run_1/met2.png
Drawn at 1.5 px/um.
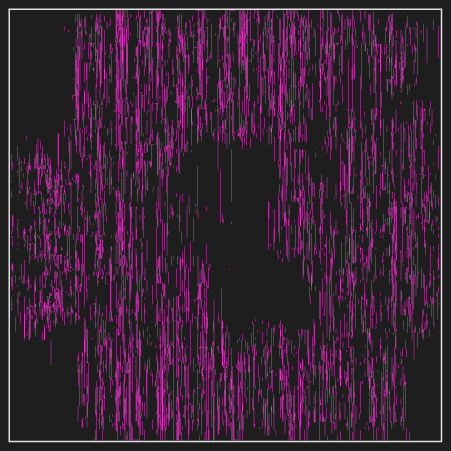
run_1/final_congestion.png
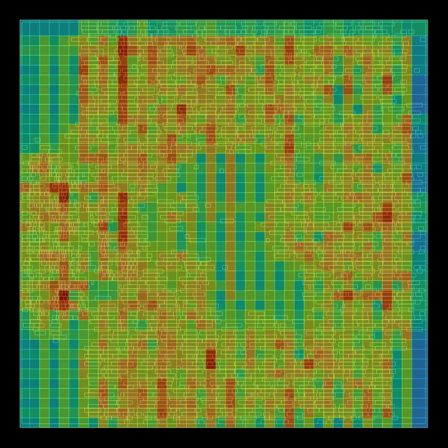
run_1/met3.png
Drawn at 2 px/um. Cells faint in the background.
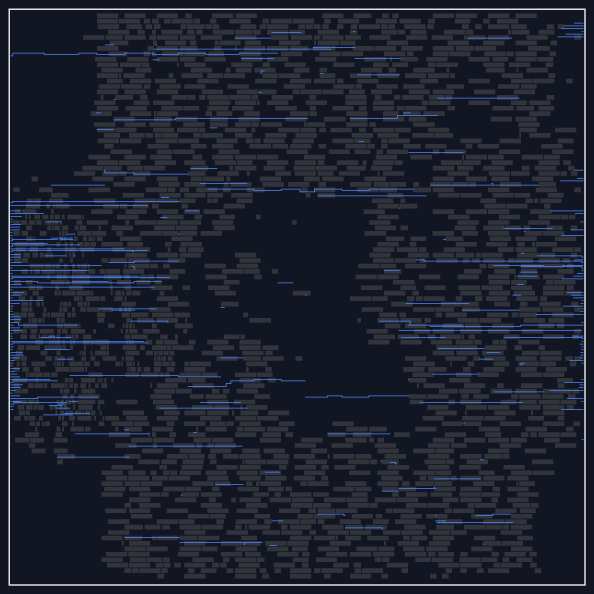
run_1/met4.png
Drawn at 1 px/um. Supply wires on this layer in gray. Cells faint in the background.
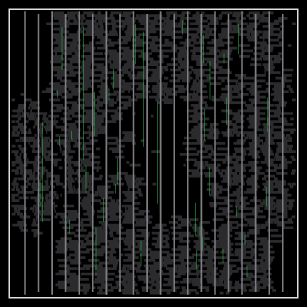
File: config.mk
export PLATFORM = sky130hd
export DESIGN_NAME = bus_txn_queue
export DESIGN_NICKNAME = d
export VERILOG_FILES = /design/src/rtl/bus_txn_pkg.sv /design/src/rtl/bus_txn_mem.sv /design/src/rtl/bus_txn_queue.sv
export SDC_FILE = /design/constraint.sdc
export NUM_CORES = 1
export LEC_CHECK = 0
export CORE_UTILIZATION = 40
export DETAILED_ROUTE_END_ITERATION = 7
export MAX_ROUTING_LAYER = met4
export SYNTH_ARGS = -nofsm -noshare
export SYNTH_HDL_FRONTEND = slang
export SYNTH_HIERARCHICAL = 1
export SYNTH_SLANG_ARGS = --single-unit
File: constraint.sdc
create_clock -name clk -period 30.3 [get_ports clk]
set_input_delay 6.06 -clock clk [delete_from_list [all_inputs] [get_ports clk]]
set_output_delay 6.06 -clock clk [all_outputs]
set_load 0.01 [all_outputs]
File: src/rtl/bus_txn_pkg.sv
// Shared types and helpers for the bus transaction ingress queue.
// Address classes, default widths and the address classifier.
package bus_txn_pkg;

    typedef enum logic [1:0] {
        ATYPE_LOW  = 2'd0,
        ATYPE_MID  = 2'd1,
        ATYPE_HIGH = 2'd2
    } atype_e;

    localparam int ADDR_W_DEF = 64;
    localparam int DATA_W_DEF = 32;

    function automatic atype_e classify(
        input logic [63:0] addr,
        input logic [63:0] lo,
        input logic [63:0] mid
    );
        atype_e t;
        t = ATYPE_HIGH;
        if (addr <= lo) begin
            t = ATYPE_LOW;
        end else if (addr <= mid) begin
            t = ATYPE_MID;
        end
        return t;
    endfunction

endpackage

File: src/rtl/bus_txn_mem.sv
// Queue storage: DEPTH x W register array, one write port, one async read port.
// Storage is deliberately not reset; validity is tracked by the queue level.
module bus_txn_mem #(
    parameter int W     = 98,
    parameter int DEPTH = 8,
    parameter int AW    = $clog2(DEPTH)
) (
    input  logic          clk,
    input  logic          i_we,
    input  logic [AW-1:0] i_waddr,
    input  logic [W-1:0]  i_wdata,
    input  logic [AW-1:0] i_raddr,
    output logic [W-1:0]  o_rdata
);

    logic [W-1:0] r_mem [DEPTH];

    always_ff @(posedge clk) begin
        if (i_we) begin
            r_mem[i_waddr] <= i_wdata;
        end
    end

    assign o_rdata = r_mem[i_raddr];

endmodule

File: src/rtl/bus_txn_queue.sv
// In-order ingress queue with address classification and per-class counters.
// Optional per-entry even parity when BUS_TXN_PARITY_EN is defined.
module bus_txn_queue
    import bus_txn_pkg::*;
#(
    parameter int          ADDR_W    = ADDR_W_DEF,
    parameter int          DATA_W    = DATA_W_DEF,
    parameter int          DEPTH     = 8,
    parameter logic [63:0] LOW_LIMIT = 64'h0000_FFFF,
    parameter logic [63:0] MID_LIMIT = 64'h00FF_FFFF,
    parameter int          CNT_W     = 16,
    parameter int          LVL_W     = $clog2(DEPTH+1)
) (
    input  logic              clk,
    input  logic              rst,
    input  logic              in_valid,
    output logic              in_ready,
    input  logic [ADDR_W-1:0] in_addr,
    input  logic [DATA_W-1:0] in_data,
    output logic              out_valid,
    input  logic              out_ready,
    output logic [ADDR_W-1:0] out_addr,
    output logic [DATA_W-1:0] out_data,
    output logic [1:0]        out_atype,
    output logic [LVL_W-1:0]  level,
    output logic [CNT_W-1:0]  cnt_low,
    output logic [CNT_W-1:0]  cnt_mid,
    output logic [CNT_W-1:0]  cnt_high
`ifdef BUS_TXN_PARITY_EN
    ,
    output logic              out_parity
`endif
);

    localparam int AW = $clog2(DEPTH);
`ifdef BUS_TXN_PARITY_EN
    localparam int PW = 1;
`else
    localparam int PW = 0;
`endif
    localparam int EW = ADDR_W + DATA_W + 2 + PW;

    logic [AW-1:0]    r_wr_ptr;
    logic [AW-1:0]    r_rd_ptr;
    logic [LVL_W-1:0] r_level;
    logic [CNT_W-1:0] r_cnt_low;
    logic [CNT_W-1:0] r_cnt_mid;
    logic [CNT_W-1:0] r_cnt_high;

    logic             w_push;
    logic             w_pop;
    atype_e           w_atype;
    logic [EW-1:0]    w_wentry;
    logic [EW-1:0]    w_rentry;

    assign w_atype = classify(64'(in_addr), LOW_LIMIT, MID_LIMIT);

`ifdef BUS_TXN_PARITY_EN
    assign w_wentry = {^{in_addr, in_data}, w_atype, in_data, in_addr};
`else
    assign w_wentry = {w_atype, in_data, in_addr};
`endif

    // Acceptance depends only on registered state, never on out_ready.
    assign in_ready  = !rst && (r_level != LVL_W'(DEPTH));
    assign out_valid = (r_level != '0);
    assign w_push    = in_valid && in_ready;
    assign w_pop     = out_valid && out_ready;

    bus_txn_mem #(
        .W     (EW),
        .DEPTH (DEPTH),
        .AW    (AW)
    ) u_mem (
        .clk     (clk),
        .i_we    (w_push),
        .i_waddr (r_wr_ptr),
        .i_wdata (w_wentry),
        .i_raddr (r_rd_ptr),
        .o_rdata (w_rentry)
    );

    always_ff @(posedge clk) begin
        if (rst) begin
            r_wr_ptr   <= '0;
            r_rd_ptr   <= '0;
            r_level    <= '0;
            r_cnt_low  <= '0;
            r_cnt_mid  <= '0;
            r_cnt_high <= '0;
        end else begin
            if (w_push) begin
                r_wr_ptr <= r_wr_ptr + AW'(1);
            end
            if (w_pop) begin
                r_rd_ptr <= r_rd_ptr + AW'(1);
            end
            if (w_push && !w_pop) begin
                r_level <= r_level + LVL_W'(1);
            end else if (w_pop && !w_push) begin
                r_level <= r_level - LVL_W'(1);
            end
            // Counters saturate at all-ones.
            if (w_push && w_atype == ATYPE_LOW && r_cnt_low != '1) begin
                r_cnt_low <= r_cnt_low + CNT_W'(1);
            end
            if (w_push && w_atype == ATYPE_MID && r_cnt_mid != '1) begin
                r_cnt_mid <= r_cnt_mid + CNT_W'(1);
            end
            if (w_push && w_atype == ATYPE_HIGH && r_cnt_high != '1) begin
                r_cnt_high <= r_cnt_high + CNT_W'(1);
            end
        end
    end

    assign out_addr  = w_rentry[ADDR_W-1:0];
    assign out_data  = w_rentry[ADDR_W +: DATA_W];
    assign out_atype = w_rentry[ADDR_W+DATA_W +: 2];
    assign level     = r_level;
    assign cnt_low   = r_cnt_low;
    assign cnt_mid   = r_cnt_mid;
    assign cnt_high  = r_cnt_high;

`ifdef BUS_TXN_PARITY_EN
    assign out_parity = out_valid & w_rentry[EW-1];
`endif

endmodule

==> flow_summary.json, run 1 <==
{
  "synthTopCellsByCount": "edfxtp_1 (784), mux4_2 (174), mux2_2 (98), nor2_1 (64), dfxtp_1 (58)",
  "fa_ha_area_share_pct": 0.369,
  "portBuffers": 251,
  "rrSetupSlack_ns": 26.88,
  "p_sw_share_pct": 23.8,
  "crit_buf_inv": 3,
  "core.rowCount": 104,
  "ys_seq_share_pct": 76.0,
  "path_max_fanout": 62,
  "logic_area_um2": 7440,
  "floorplan.core_util_pct": 40.4,
  "top_layer": "met4",
  "drtIter0Drc": 952,
  "io_pins": 252,
  "status": "finished, final reports clean",
  "first_pass_iters": 5,
  "fin_setup_tns_ns": 0,
  "crit_slowest_cell": "clkdlybuf4s50_1",
  "worstPathCellList": "buf_2 -> buf_4 -> a21oi_1 -> clkdlybuf4s50_1",
  "finalWorstSetupSlack_ns": 16.98,
  "final-instance-count-excl-fill": 2937,
  "finalPower_mw": 2.98,
  "cts.sinks": 842,
  "synthToLayoutAreaGrowth_pct": 20.5,
  "design_area_um2": 39200,
  "dp.cells": 2770,
  "rr_endpoint": "u_mem/r_mem[2][34]",
  "post-cts-setup-buffers": 0,
  "power_leader": "sequential cells",
  "grt_pass1_vias": 16700,
  "synth-edff-count": 784,
  "layout_min_cycle_time_ns": 13.32,
  "seq_share_pct": 63.1,
  "crit_cells": 4,
  "reg2reg_depth": 6,
  "synthTopLogicFamily": "multiplexers",
  "cts_resized": 0,
  "cts.clk_slew.worst_paths_ns": 0.06,
  "finalSetupViolCount": 0,
  "cts_tree": "built",
  "tool_warnings": 26,
  "critPathCaptureType": "output pin",
  "powerComb_uw": 581,
  "slew_headroom_pct": 21.7,
  "synthesis.area_um2": 32500,
  "placed_area_um2": 36300,
  "clkLatencyLatePin_ns": 0.63,
  "ys_cells": 1494,
  "fmax_mhz": 75.1,
  "synthFlopType": "edfxtp_1"
}
Back to the opening pictures, met2.png:
wire length on this layer: 33.5 mm
longest straight run: 106 um
nets with wire on the layer: 1725

Back to the opening pictures, final_congestion.png:
Most Used Layer, Global Route: met2
met2 Track Usage GR: 27.4%
GRT met3 Usage: 4.25%
DR WL/cell: 23.5 um

Back to the opening pictures, met3.png:
share of all routed wire: 5.9%
wire length on this layer: 4050 um
via count: 15500
drt total wl: 69000 um

Back to the opening pictures, met4.png:
wire length on this layer: 1210 um
share of all routed wire: 1.8%

run_1/met1.png
Drawn at 1.5 px/um. Supply wires on this layer in gray. Cells faint in the background.
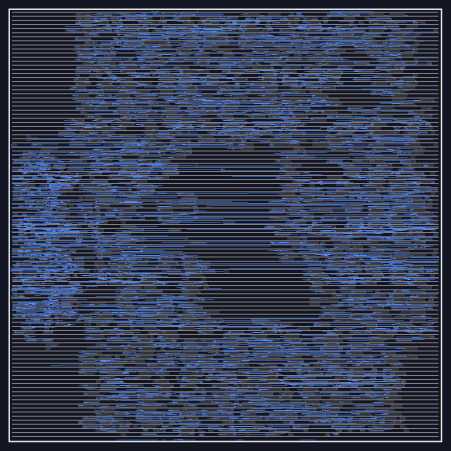

==> run 2: changes to the inputs <==
Clock period 30.3 ns to 12.2 ns, I/O delays scaled along.
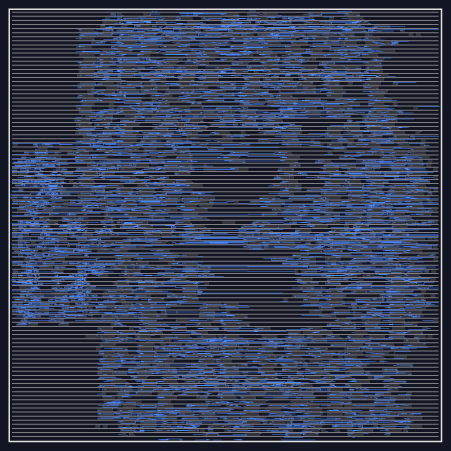
run_2/met1.png
Drawn at 1.5 px/um. Supply wires on this layer in gray. Cells faint in the background.
share of all routed wire: 43%
wire length on this layer: 30.4 mm
main direction: horizontal
longest straight run: 66.7 um

==> run 2 against run 1 <==
Synthesized area unchanged. Die size unchanged. Global-route usage up 0.33 points. Final cell count unchanged. Total power up 150%. Combinational power up 150%. Via count up 1.2%. Core utilization about the same. Critical path depth up 1. Critical endpoint is now out_addr[24]. Largest cell class unchanged. Largest power group unchanged.
==> flow_summary.json, run 2 <==
{
  "slew_headroom_pct": 25.9,
  "portBuffers": 251,
  "post-cts-setup-buffers": 0,
  "design_area_um2": 39200,
  "drtIter0Drc": 1073,
  "top_layer": "met4",
  "grt_pass1_vias": 16500,
  "synth-edff-count": 784,
  "rr_endpoint": "u_mem/r_mem[2][3]",
  "crit_slowest_cell": "buf_4",
  "finalSetupViolCount": 0,
  "grt_use_met3_pct": 3.98,
  "path_max_fanout": 68,
  "finalPower_mw": 7.44,
  "synthToLayoutAreaGrowth_pct": 20.4,
  "via_count": 15600,
  "synthTopLogicFamily": "multiplexers",
  "rrSetupSlack_ns": 8.18,
  "met3WireLength_um": 4200,
  "critPathCaptureType": "output pin",
  "logic_area_um2": 7440,
  "power_leader": "sequential cells",
  "crit_cells": 5,
  "reg2reg_depth": 7,
  "p_per_area_nw_per_um2": 190,
  "synthFlopType": "edfxtp_1",
  "clock_cell_area_share_pct": 7.48,
  "cts.sinks": 842,
  "tool_warnings": 28,
  "clkLatencyLatePin_ns": 0.63,
  "grt_busiest_layer": "met2",
  "final-instance-count-excl-fill": 2937,
  "numCtsBuffers": 89,
  "synthTopCellsByCount": "edfxtp_1 (784), mux4_2 (174), mux2_2 (98), nor2_1 (64), dfxtp_1 (58)",
  "seq_share_pct": 63.1,
  "status": "finished, final reports clean",
  "critPathArrivalTime_ns": 4.00,
  "cts_tree": "built",
  "worstPathCellList": "buf_4 -> buf_4 -> mux4_2 -> mux2_2 -> clkdlybuf4s50_1",
  "placed_area_um2": 36200,
  "layout_min_cycle_time_ns": 6.44,
  "synth.area.top_cells": "edfxtp_1 (72%), mux4_2 (12%), dfxtp_1 (3.6%), mux2_2 (3.4%), mux4_1 (1.8%)",
  "floorplan.core_util_pct": 40.4,
  "place_ws_ns": 5.63,
  "crit_buf_inv": 3,
  "ys_cells": 1494,
  "io_pins": 252,
  "ys_seq_share_pct": 76.0,
  "first_pass_iters": 5,
  "dp.cells": 2766,
  "gr-usage-met2_pct": 28.0,
  "cts_resized": 0,
  "p_sw_share_pct": 24.0,
  "core.rowCount": 104,
  "powerComb_mw": 1.43,
  "cts.clk_slew.worst_paths_ns": 0.06,
  "synthesis.area_um2": 32500,
  "wirelength_um": 70200,
  "fmax_mhz": 155
}
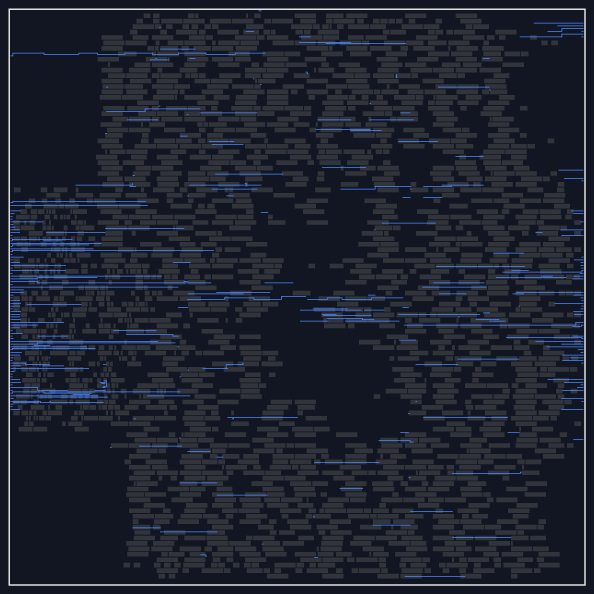
run_2/met3.png
Drawn at 2 px/um. Cells faint in the background.
main direction: horizontal
longest straight run: 101 um
share of all routed wire: 6.0%
nets with wire on the layer: 183

run_2/met2.png
Drawn at 1.5 px/um.
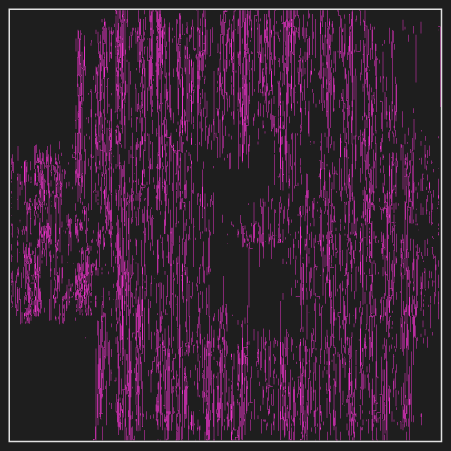

==> run 3: changes to the inputs <==
Clock period 12.2 ns to 5.78 ns, I/O delays scaled along.
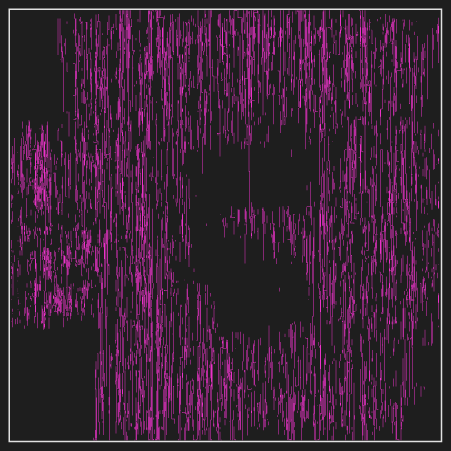
run_3/met2.png
Drawn at 1.5 px/um.
main direction: vertical
nets with wire on the layer: 1726
longest straight run: 79.4 um
drt total wl: 70000 um
met2 Track Usage GR: 26.9%

==> run 3 against run 2 <==
Worst hold slack worse by 0.0042 ns. Count of clock-buffer cells in the layout unchanged. Non-clock buffer count rose by 6. Die size stayed put. Synthesized area unchanged. First-iteration DRC count is 23% lower. Setup slack worse by 4.3 ns. Combinational power grew 120%. Core utilization about the same. Critical path type unchanged. Largest cell class unchanged. Largest power group unchanged.
==> flow_summary.json, run 3 <==
{
  "reg2reg_depth": 11,
  "seqPwrFrac_pct": 45.6,
  "p_sw_share_pct": 24.2,
  "portBuffers": 251,
  "synth.area.top_cells": "edfxtp_1 (72%), mux4_2 (12%), dfxtp_1 (3.6%), mux2_2 (3.4%), mux4_1 (1.8%)",
  "wl_met2_um": 33500,
  "seq_share_pct": 63.1,
  "rrSetupSlack_ns": 2.61,
  "synthFlopType": "edfxtp_1",
  "post-cts-setup-buffers": 0,
  "status": "finished, final reports clean",
  "synth-edff-count": 784,
  "worstPathCellList": "buf_12 -> mux4_1 -> mux2_2 -> clkdlybuf4s50_1",
  "clock-root-buffer": "clkbuf_16",
  "path_max_fanout": 54,
  "crit_cells": 4,
  "tool_warnings": 29,
  "cts.clk_slew.worst_paths_ns": 0.06,
  "via_count": 15600,
  "floorplan.core_util_pct": 40.4,
  "first_pass_iters": 5,
  "core_area_um2": 80400,
  "p_per_area_nw_per_um2": 391,
  "slew_headroom_pct": 29.8,
  "grt_use_met3_pct": 4.17,
  "design_area_um2": 39200,
  "drcViolationCount": 0,
  "fmax_mhz": 229,
  "layout_min_cycle_time_ns": 4.37,
  "synthTopLogicFamily": "multiplexers",
  "numCtsBuffers": 87,
  "final-instance-count-excl-fill": 2934,
  "ys_seq_share_pct": 76.0,
  "finalSetupViolCount": 0,
  "synthToLayoutAreaGrowth_pct": 20.4,
  "core.rowCount": 104,
  "cts_resized": 0,
  "clkLatencyLatePin_ns": 0.64,
  "crit_buf_inv": 2,
  "rr_endpoint": "level[3]",
  "clock_cell_area_share_pct": 6.81,
  "yosys.area.top_type": "edfxtp_1",
  "io_pins": 252,
  "synthesis.area_um2": 32500,
  "slew_violations": 0,
  "crit_slowest_cell": "dfxtp_4",
  "logic_area_um2": 7450,
  "drtIter0Drc": 826,
  "top_layer": "met4",
  "grt_busiest_layer": "met2",
  "critPathArrivalTime_ns": 3.21,
  "finalPower_mw": 15.3,
  "critPathCaptureType": "output pin",
  "synthTopCellsByCount": "edfxtp_1 (784), mux4_2 (174), mux2_2 (98), nor2_1 (64), dfxtp_1 (58)",
  "placed_area_um2": 36500,
  "yosysMostFrequentCell": "edfxtp_1",
  "place_ws_ns": 0.859,
  "buffers": 282,
  "cts.sinks": 842,
  "cts_tree": "built",
  "powerComb_mw": 3.09,
  "dp.cells": 2772,
  "met3WireLength_um": 4550,
  "ys_cells": 1494,
  "ir_worst_vdd_mv": 0.250
}
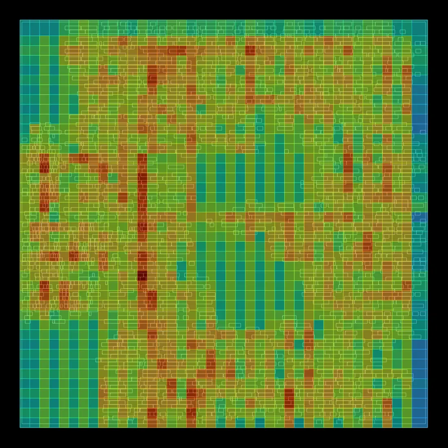
run_3/final_congestion.png
final core occ: 48.7%
DR WL/cell: 23.8 um
GRT Total Usage: 17.5%

Power and IR drop assume default switching activity.
